Run 1, met3 routing:
Scale bar: 20 um.
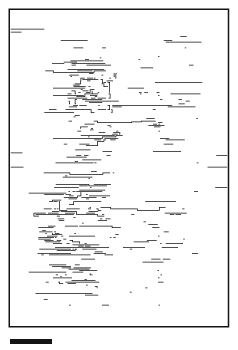
Run 1, M2 wires:
Cells faint in the background.
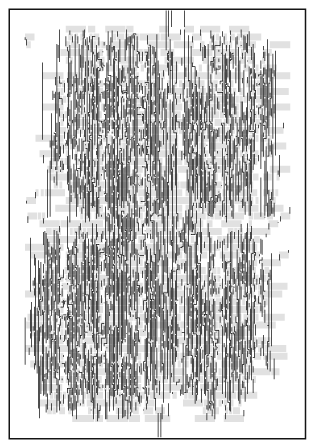
Run 1, clock distribution:
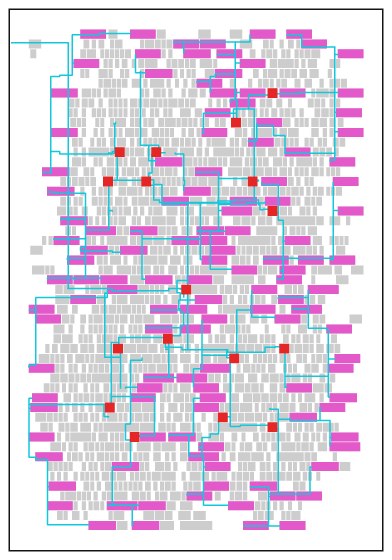
--- config.mk ---
export PLATFORM = sky130hd
export DESIGN_NAME = paddle_input_conditioner
export DESIGN_NICKNAME = d
export VERILOG_FILES = /design/src/rtl/paddle_input_conditioner.sv
export SDC_FILE = /design/constraint.sdc
export NUM_CORES = 1
export LEC_CHECK = 0
export ABC_AREA = 1
export CAP_MARGIN = 40
export CORE_ASPECT_RATIO = 1.5
export CORE_MARGIN = 5
export CORE_UTILIZATION = 59
export CTS_BUF_LIST = sky130_fd_sc_hd__clkbuf_4
export DETAILED_ROUTE_END_ITERATION = 7
export GPL_ROUTABILITY_DRIVEN = 0
export MAX_ROUTING_LAYER = met4
export PLACE_DENSITY = 0.83
export REMOVE_ABC_BUFFERS = 1
export SYNTH_ARGS = -nofsm -noshare
export SYNTH_HDL_FRONTEND = slang
export SYNTH_HIERARCHICAL = 1
export SYNTH_SLANG_ARGS = --single-unit
--- constraint.sdc ---
create_clock -name clk -period 1.9 [get_ports clk]
set_input_delay 0.19 -clock clk [delete_from_list [all_inputs] [get_ports clk]]
set_output_delay 0.19 -clock clk [all_outputs]
set_load 0.03 [all_outputs]
--- src/rtl/paddle_input_conditioner.sv ---
`default_nettype none
//============================================================================
// Module      : paddle_input_conditioner (with helper paddle_input_channel)
// Description : Front end for the two paddle buttons of the ping-pong game.
//               Each raw, asynchronous, bouncy button goes through a 2-flop
//               synchroniser and a counter debouncer. The result is a clean
//               level plus one-cycle press, release and long-hold pulses.
//               both_press marks a press of both buttons in the same cycle.
// Ports       : clk, reset (sync, active-high)
//               P1, P2                  raw buttons (async, active-high)
//               p1_level, p2_level      debounced levels
//               p1_press, p2_press      1-cycle pulse on debounced 0->1
//               p1_release, p2_release  1-cycle pulse on debounced 1->0
//               p1_hold, p2_hold        1-cycle pulse once per long press
//               both_press              p1_press and p2_press together
// Revision    : 1.0 - initial release
//============================================================================

//----------------------------------------------------------------------------
// paddle_input_channel: one button. It contains the synchroniser, the
// debounce FSM and the hold timer. All outputs are registered.
// press_next is the unregistered press condition. The top level uses it to
// build a registered both_press that lines up with the press pulses.
//----------------------------------------------------------------------------
module paddle_input_channel #(
    parameter int unsigned DEBOUNCE_CYCLES = 500000,
    parameter int unsigned HOLD_CYCLES     = 100000000,
    parameter int unsigned CNT_W           = 27
) (
    input  logic clk,
    input  logic reset,
    input  logic raw,
    output logic level,
    output logic press,
    output logic rel,
    output logic hold,
    output logic press_next
);

    localparam logic [CNT_W-1:0] c_ZERO      = '0;
    localparam logic [CNT_W-1:0] c_ONE       = CNT_W'(1);
    localparam logic [CNT_W-1:0] c_DB_LAST   = CNT_W'(DEBOUNCE_CYCLES - 1);
    localparam logic [CNT_W-1:0] c_HOLD_LAST = CNT_W'(HOLD_CYCLES - 1);
    localparam logic             c_HOLD_ONE  = (HOLD_CYCLES == 1);

    typedef enum logic [1:0] {
        ST_IDLE    = 2'd0,  // level 0, input low
        ST_ARM     = 2'd1,  // level 0, counting stable-high cycles
        ST_PRESSED = 2'd2,  // level 1, input high
        ST_DISARM  = 2'd3   // level 1, counting stable-low cycles
    } state_t;

    logic             r_s1;
    logic             r_s2;
    state_t           r_state;
    state_t           w_state_n;
    logic [CNT_W-1:0] r_cnt;
    logic [CNT_W-1:0] w_cnt_n;
    logic [CNT_W-1:0] r_hold_cnt;
    logic [CNT_W-1:0] w_hold_cnt_n;
    logic [CNT_W-1:0] w_hold_inc;
    logic             r_fired;
    logic             w_fired_n;
    logic             r_level;
    logic             w_level_n;
    logic             r_press;
    logic             w_press_n;
    logic             r_rel;
    logic             w_rel_n;
    logic             r_hold;
    logic             w_hold_n;

    // Saturating increment: the hold timer parks at its last value and
    // never wraps.
    assign w_hold_inc = (r_hold_cnt == c_HOLD_LAST) ? r_hold_cnt
                                                    : r_hold_cnt + c_ONE;

    always_ff @(posedge clk) begin
        if (reset) begin
            r_s1       <= 1'b0;
            r_s2       <= 1'b0;
            r_state    <= ST_IDLE;
            r_cnt      <= c_ZERO;
            r_hold_cnt <= c_ZERO;
            r_fired    <= 1'b0;
            r_level    <= 1'b0;
            r_press    <= 1'b0;
            r_rel      <= 1'b0;
            r_hold     <= 1'b0;
        end else begin
            r_s1       <= raw;
            r_s2       <= r_s1;
            r_state    <= w_state_n;
            r_cnt      <= w_cnt_n;
            r_hold_cnt <= w_hold_cnt_n;
            r_fired    <= w_fired_n;
            r_level    <= w_level_n;
            r_press    <= w_press_n;
            r_rel      <= w_rel_n;
            r_hold     <= w_hold_n;
        end
    end

    always_comb begin
        w_state_n    = r_state;
        w_cnt_n      = r_cnt;
        w_hold_cnt_n = r_hold_cnt;
        w_fired_n    = r_fired;
        w_level_n    = r_level;
        w_press_n    = 1'b0;
        w_rel_n      = 1'b0;
        w_hold_n     = 1'b0;

        case (r_state)
            ST_IDLE: begin
                if (r_s2) begin
                    w_state_n = ST_ARM;
                    w_cnt_n   = c_ONE;
                end
            end
            ST_ARM: begin
                if (!r_s2) begin
                    w_state_n = ST_IDLE;
                    w_cnt_n   = c_ZERO;
                end else if (r_cnt == c_DB_LAST) begin
                    w_state_n    = ST_PRESSED;
                    w_level_n    = 1'b1;
                    w_press_n    = 1'b1;
                    w_hold_cnt_n = c_ZERO;
                    // A one-cycle hold time is already met on the first
                    // pressed cycle.
                    w_hold_n     = c_HOLD_ONE;
                    w_fired_n    = c_HOLD_ONE;
                end else begin
                    w_cnt_n = r_cnt + c_ONE;
                end
            end
            ST_PRESSED: begin
                if (!r_s2) begin
                    w_state_n = ST_DISARM;
                    w_cnt_n   = c_ONE;
                end
            end
            ST_DISARM: begin
                if (r_s2) begin
                    w_state_n = ST_PRESSED;
                    w_cnt_n   = c_ZERO;
                end else if (r_cnt == c_DB_LAST) begin
                    w_state_n = ST_IDLE;
                    w_level_n = 1'b0;
                    w_rel_n   = 1'b1;
                    w_fired_n = 1'b0;
                end else begin
                    w_cnt_n = r_cnt + c_ONE;
                end
            end
            default: begin
                w_state_n = ST_IDLE;
                w_cnt_n   = c_ZERO;
                w_level_n = 1'b0;
            end
        endcase

        // The hold timer runs for as long as the debounced level stays
        // high. A bounce that is still being debounced (DISARM) does not
        // stop the timer. The timer is frozen on the cycle the level drops.
        if ((r_state == ST_PRESSED || r_state == ST_DISARM) &&
            (w_state_n == ST_PRESSED || w_state_n == ST_DISARM)) begin
            w_hold_cnt_n = w_hold_inc;
            if (w_hold_inc == c_HOLD_LAST && !r_fired) begin
                w_hold_n  = 1'b1;
                w_fired_n = 1'b1;
            end
        end
    end

    assign level      = r_level;
    assign press      = r_press;
    assign rel        = r_rel;
    assign hold       = r_hold;
    assign press_next = w_press_n;

endmodule

//----------------------------------------------------------------------------
// Top level: two independent channels plus the registered both_press.
//----------------------------------------------------------------------------
module paddle_input_conditioner #(
    parameter int unsigned DEBOUNCE_CYCLES = 500000,
    parameter int unsigned HOLD_CYCLES     = 100000000,
    parameter int unsigned CNT_W           = 27
) (
    input  logic clk,
    input  logic reset,
    input  logic P1,
    input  logic P2,
    output logic p1_level,
    output logic p2_level,
    output logic p1_press,
    output logic p2_press,
    output logic p1_release,
    output logic p2_release,
    output logic p1_hold,
    output logic p2_hold,
    output logic both_press
);

    logic w_p1_press_next;
    logic w_p2_press_next;
    logic r_both_press;

    paddle_input_channel #(
        .DEBOUNCE_CYCLES (DEBOUNCE_CYCLES),
        .HOLD_CYCLES     (HOLD_CYCLES),
        .CNT_W           (CNT_W)
    ) u_p1 (
        .clk        (clk),
        .reset      (reset),
        .raw        (P1),
        .level      (p1_level),
        .press      (p1_press),
        .rel        (p1_release),
        .hold       (p1_hold),
        .press_next (w_p1_press_next)
    );

    paddle_input_channel #(
        .DEBOUNCE_CYCLES (DEBOUNCE_CYCLES),
        .HOLD_CYCLES     (HOLD_CYCLES),
        .CNT_W           (CNT_W)
    ) u_p2 (
        .clk        (clk),
        .reset      (reset),
        .raw        (P2),
        .level      (p2_level),
        .press      (p2_press),
        .rel        (p2_release),
        .hold       (p2_hold),
        .press_next (w_p2_press_next)
    );

    // Register the AND of the two next-press conditions, not of the
    // registered pulses. This keeps both_press in the same cycle as the
    // press pulses.
    always_ff @(posedge clk) begin
        if (reset) begin
            r_both_press <= 1'b0;
        end else begin
            r_both_press <= w_p1_press_next & w_p2_press_next;
        end
    end

    assign both_press = r_both_press;

endmodule
`default_nettype wire

==> CHANGELOG.md, run 1 <==
### Metrics

* CTS sink count at 127
* Vias per cell at 5.81
* PnR worst setup slack at -0.0856 ns
* Fin. Hold Viols at 0
* Compound-Gate Fraction of Synth Area at 9.19%
* ClkCell Share at 3.07%
* CP max stage delay at 0.48 ns
* Nets at 1350
* Sw Share at 26.8%
* PnR Total Power at 4.77 mW
* Top Consumer: sequential cells
* Fillers at 987
* Setup-failing EPs final at 2
* Failing checks: negative setup slack
* Critical Path AT at 2.49 ns
* Initial DRC Count at 721
* Vias in the first global route at 7670
* P_comb at 142 uW
* Adder Area Share at 0.654%
* Critical path depth in cells at 12
* Status: finished with violations
* Initial antenna violation count at 1
* Proportion of cell area occupied by registers at 28.0%
* Pwr/cell area at 506 nW/um^2
* Synth top area cells: dfxtp_1 (33%), nand2_1 (19%), nor2_1 (9.4%), inv_1 (6.7%), nand3_1 (6.1%)
* Layout Cell Area excl Fill at 9430 um^2
* Initial DRT Pass Iterations at 6
Back to the opening pictures, 'met3 routing':
The layer holds 6.9% of the routed length. The layer carries 1620 um of wire. 189 nets have wire on it. The longest straight run is 28.1 um.
M3 GR Usage: 3.96%
WL final: 23.4 mm
total number of vias: 8796

Back to the opening pictures, 'M2 wires':
The longest straight run is 52.4 um. The layer holds 50% of the routed length.
GR Util met2: 46.7%

Back to the opening pictures, 'clock distribution':
Red marks cells driving clock nets, count 17. Magenta marks flip-flops, count 127. Cyan marks clock wires, length 1720 um.
There are 18 routed clock nets. Position of the flops: spread over the die.
worst skew pair latency: 0.55 ns
Max Clock Skew: 0.0142 ns

Run 1, congestion heat map:
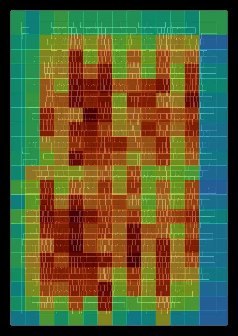

--- run 2 (diff from run 1) ---
CORE_UTILIZATION = 60   (was 59)
CTS_CLUSTER_SIZE = 28   (was unset)
DONT_BUFFER_PORTS = 1   (was unset)
Run 2, congestion heat map:
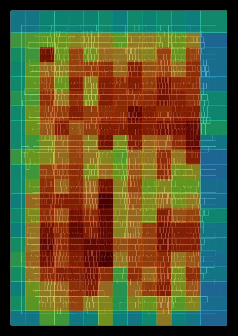
Routed wire per std cell: 15.3 um
GR Util met2: 49.5%
M3 GR Usage: 5.02%

==> run 2 against run 1 <==
Against the previous run:
- the flow finishes with violations (design-rule violations, negative setup slack)
- via count is 0.56% lower
- clock power grew 12%
- clock-buffer cell count is 2 higher
- fmax fell by 0.83%
- synthesized cell count is the same
- sequential share of layout area increased by 0.37 points
- register-to-register slack lost 0.02 ns
- area after synthesis did not move
- sequential power about the same
- critical path depth unchanged
- critical path type unchanged
- critical endpoint unchanged
==> CHANGELOG.md, run 2 <==
### Metrics

* M1 GR Usage at 31.5%
* DIE WIDTH at 102 um
* Compound-Gate Fraction of Synth Area at 9.19% (unchanged)
* Initial antenna violation count at 1 (unchanged)
* Drt drc at 1
* Critical Path AT at 2.47 ns (-0.02 ns)
* Total number of vias at 8747 (-0.56%)
* Slew Viols, Final at 0
* P_seq at 2.67 mW
* Area growth, synth to finish at 20.1%
* Initial DRC Count at 743 (+3.1%)
* Htree depth at 4
* Vias in the first global route at 7909 (+3.1%)
* CP max stage delay at 0.39 ns (-0.09 ns)
* Critical path depth in cells at 12 (unchanged)
* Layout Cell Area excl Fill at 9190 um^2 (-2.5%)
* Fin crit period at 2.00 ns
* WL final at 22.9 mm (-2.1%)
* Crit path cell chain: nand2_1 -> nor2_1 -> nand2_1 -> nor2_1 -> nand2_1 -> nand2_1 -> nand2_1 -> nor2_1 -> nand2_1 -> nor2_1 -> nand3_1 -> nand2_1
* Synth top area cells: dfxtp_1 (33%), nand2_1 (19%), nor2_1 (9.4%), inv_1 (6.7%), nand3_1 (6.1%)
* Vias per cell at 5.83 (+0.44%)
* Top Consumer: sequential cells
* P_comb at 136 uW (-4%)
* Sw Share at 22.3% (-4.5 points)
* FP Util at 61.2%
* Commonest Layout Cell: nand2_1
* Worst skew pair latency at 0.54 ns (about the same)
* Fin. Hold Viols at 0 (unchanged)
* Proportion of cell area occupied by registers at 28.3% (+0.37 points)
* Nets at 1338 (-0.89%)
* ClkCell Share at 3.66% (+0.59 points)
* Fillers at 966 (-2.1%)
* PnR worst setup slack at -0.102 ns (-0.0167 ns)
* Top-area cell share at 33.2%
* Mean Syn Cell Area at 6.12 um^2
* Setup-failing EPs final at 2 (unchanged)
* Share of power burned in registers at 53.3%
* Max Clock Skew at 0.0360 ns (+0.0218 ns)
* Met2 routed WL at 11.5 mm
* Failing checks: design-rule violations, negative setup slack
* Pwr/cell area at 545 nW/um^2 (+7.5%)
* Status: finished with violations
* CTS sink count at 127 (unchanged)
* PnR Total Power at 5.01 mW (+4.9%)
* Initial DRT Pass Iterations at 8 (+2)
* Adder Area Share at 0.654% (unchanged)
Run 2, gate families picked out:
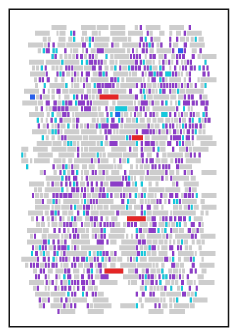

--- run 3 (diff from run 2) ---
GPL_ROUTABILITY_DRIVEN = unset   (was 0)
GPL_TIMING_DRIVEN = 0   (was unset)
Run 3, gate families picked out:
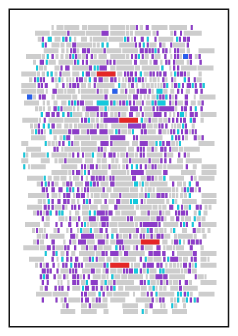
Blue marks AND-OR and OR-AND gates, cells 3, most used o21a_1. Red marks adder and majority cells, cells 4, most used ha_4. Cyan marks inverters, cells 144, most used inv_1, where spread over the die. Purple marks NAND gates, cells 530, most used nand2_1, where spread over the die.
Commonest Layout Cell: nand2_1
Non-Filler Instances: 1473

==> run 3 against run 2 <==
Against the previous run:
- the run ends with negative setup slack left
- clock-buffer cell count down 2
- worst setup slack better by 0.012 ns
- cell count down 1.8%
- wire length up 5.2%
- worst hold slack worse by 0.054 ns
- register-to-register slack about the same
- first-iteration DRC count up 22%
- sequential power about the same
- sequential cell count unchanged
- utilization up 1.3 points
- critical path type unchanged
==> CHANGELOG.md, run 3 <==
### Metrics

* Compound-Gate Fraction of Synth Area at 9.19% (unchanged)
* M3 GR Usage at 4.41% (-0.61 points)
* Slew Viols, Final at 0 (unchanged)
* Max Clock Skew at 0.0181 ns (-0.0179 ns)
* Initial DRC Count at 904 (+22%)
* Total number of vias at 8783 (+0.41%)
* M1 GR Usage at 32.1% (+0.66 points)
* Top-area cell share at 33.2% (unchanged)
* Proportion of cell area occupied by registers at 28.4% (+0.071 points)
* P_seq at 2.66 mW (about the same)
* Routed wire per std cell at 16.4 um (+7.1%)
* Critical path depth in cells at 10 (-2)
* Share of power burned in registers at 57.0% (+3.7 points)
* GR Util met2 at 49.2% (-0.29 points)
* Crit path cell chain: nand2_1 -> nor2_1 -> nand2_1 -> nor2_4 -> nand3_1 -> xnor2_2 -> nand3_1 -> nor2_1 -> nand3_2 -> nand2_1
* P_comb at 139 uW (about the same)
* Layout Cell Area excl Fill at 9360 um^2 (+1.8%)
* Top Consumer: sequential cells
* Initial antenna violation count at 2 (+1)
* Fillers at 969 (+0.31%)
* Synth top area cells: dfxtp_1 (33%), nand2_1 (19%), nor2_1 (9.4%), inv_1 (6.7%), nand3_1 (6.1%)
* CTS sink count at 127 (unchanged)
* Pwr/cell area at 499 nW/um^2 (-8.4%)
* Sw Share at 26.0% (+3.7 points)
* Worst skew pair latency at 0.57 ns (+0.03 ns)
* Met2 routed WL at 11.9 mm (+3.6%)
* WL final at 24.1 mm (+5.2%)
* Status: finished with violations
* PnR Total Power at 4.67 mW (-6.7%)
* Nets at 1310 (-2.1%)
* Failing checks: negative setup slack
* Critical Path AT at 2.50 ns (+0.03 ns)
* CP max stage delay at 0.43 ns (+0.04 ns)
* PnR worst setup slack at -0.0901 ns (+0.0121 ns)
* FP Util at 61.2% (unchanged)
* DIE WIDTH at 102 um (unchanged)
* Setup-failing EPs final at 9 (+7)
* Drt drc at 0 (-1)
* Area growth, synth to finish at 22.3%
* Fin. Hold Viols at 0 (unchanged)
* Vias per cell at 5.96 (+2.3%)
* Initial DRT Pass Iterations at 7 (-1)
* Mean Syn Cell Area at 6.12 um^2 (unchanged)
Power figures rest on the tool's default switching activity, not on a simulated workload.
